**Cell placement**

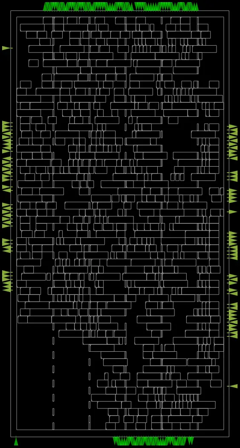
**Wiring heat map**

Drawn at 2 px/um. 17 x 33 tiles, from dark purple (low) to yellow (high), scaled to the fullest tile. Values are wire area over tile area, all layers added.
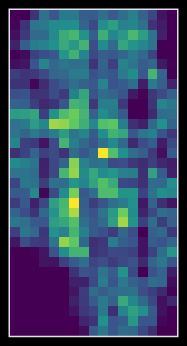
**Selected gate families**

Drawn at 3 px/um.
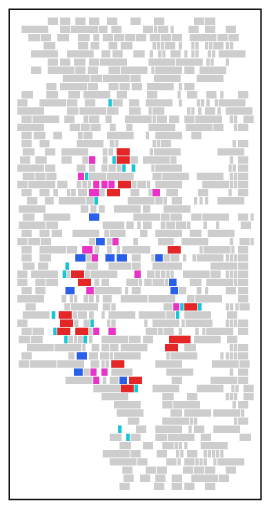
==> config.mk <==
export PLATFORM = sky130hd
export DESIGN_NAME = load_dma_buffer_flat
export DESIGN_NICKNAME = d
export VERILOG_FILES = /design/src/rtl/load_dma_buffer_if.sv /design/src/rtl/load_dma_buffer.sv /design/src/flat_wrapper.sv
export SDC_FILE = /design/constraint.sdc
export NUM_CORES = 1
export LEC_CHECK = 0
export CORE_ASPECT_RATIO = 2
export CORE_MARGIN = 2
export CORE_UTILIZATION = 40
export DETAILED_ROUTE_END_ITERATION = 8
export PLACE_DENSITY = 0.71
export SLEW_MARGIN = 40
export SYNTH_ARGS = -nofsm -noshare
export SYNTH_HDL_FRONTEND = slang
export SYNTH_SLANG_ARGS = --single-unit
==> constraint.sdc <==
create_clock -name clk -period 4.5 [get_ports clk]
set_input_delay 0.675 -clock clk [delete_from_list [all_inputs] [get_ports clk]]
set_output_delay 0.675 -clock clk [all_outputs]
set_load 0.01 [all_outputs]
==> GITHUB_STEP_SUMMARY <==
## Implementation flow summary

| Metric | Value |
|---|---|
| Number of flip-flops in the largest register | 32 |
| Critical path depth | 8 |
| N_diodes | 0 |
| Clock Tree Buf Depth | 2 |
| Pwr dens | 512 nW/um^2 |
| Ratio of cells with drive above 1 in the final layout | 12.3% |
| Global-route wire length before repair | 20800 um |
| Post-synth seq share | 52.0% |
| Setup-failing EPs final | 0 |
| Cells after Synth | 485 |
| R2r setup slk | 1.73 ns |
| Drt first-iter violations | 245 |
| Antenna violations before repair | 0 |
| # Max-Cap Violations | 0 |
| Status | finished clean |
| Highest Clock Rate | 0.352 GHz |
| Commonest cells in the netlist | nand2_1, dfrtp_1, mux2_2 |
| Combinational power share | 41.7% |
| Post-synthesis net count | 592 |
| GRT overflow | 0 |
| Metal2 WL | 7250 um |
| Total core area | 12500 sq um |
| WP data arrival | 3.06 ns |
| EDFF count, synth | 0 |
| CP Capture Type | flop |
| Post-synth top area cell | dfrtp_1 |
About 'cell placement':
tap cells: 150
filler instances: 1074
non-filler cells, final: 802
seq_cells: 105

About 'wiring heat map':
nearly empty tiles: 14%
mean over tiles: 0.15
densest ninth of the die: center
WL final: 12700 um
DR vias: 4134
wire per inst: 15.8 um
GRT Util Overall: 18.9%

About 'selected gate families':
| family | color | cells |
|---|---|---|
| fa/ha/maj cells | red | 17 |
| and/or cells | magenta | 18 |
| non-inverting ao/oa cells | blue | 12 |
| inv cells | cyan | 19 |
combinational share of cell area: 31.3%
most frequent logic cell in the layout: clkdlybuf4s50_1

power by group through the flow:
stage / Clock, mW / Sequential [mW] / Combinational (mW)
finish: 0.739 / 1.41 / 1.53
global route: 0.797 / 1.44 / 1.68
CTS: 0.760 / 1.41 / 1.55
detailed placement: 0 / 1.42 / 1.54
global placement: 0 / 1.41 / 1.50
floorplan: 0 / 1.46 / 0.816
layout by cell type, fill, tap and decap left out, types with 5 or more instances in the layout:
master	instances
inv_1	18
nor2_1	13
mux2_2	44
a21oi_1	9
clkbuf_16	9
ha_1	16
o21ai_0	5
dfrtp_1	105
xnor2_1	10
nor3_1	5
clkdlybuf4s50_1	169
o32ai_1	5
nand2_1	133
nand3_1	16
metal layers:
metal / vias to the layer above / GRT usage, %
met1: 2012 / 19.8
met2: 122 / 36.0
met4: 0 / 8.58
li1: 1975 / -
met5: - / 0
met3: 25 / 3.70
metrics by stage:
step	std cells	setup WS [ns]	util [%]	power, mW	hold WS (ns)
after detailed placement	786	1.29	55.2	2.96	0.456
after floorplan	485	2.06	-	2.27	0.379
final	802	1.66	57.5	3.68	0.322
after global routing	802	1.51	57.5	3.91	0.405
after global placement	784	1.32	54.8	2.91	0.448
after CTS	802	1.59	57.5	3.72	0.377
logic make-up after synthesis:
logic type | count (synthesis) | synth area share [%]
XOR/XNOR | 10 | 1.73
adder cells (fa/ha/maj) | 17 | 4.36
multiplexers | 46 | 10.2
other | 2 | 0.149
AND/OR/NAND/NOR | 200 | 17.5
buffers and inverters | 43 | 3.92
flip-flops | 105 | 52.0
AND-OR/OR-AND | 62 | 10.1
area by class of cell:
type                       instances  area share, %
clock buffer                      10           3.19
sequential                       105           36.6
clock inverter                     6          0.697
multi-input combinational        337           31.3
timing repair buffer             175           24.6
tap                              150           2.62
inverter                          19          0.994
No activity file was given, so power comes from the tool's default toggle rates.
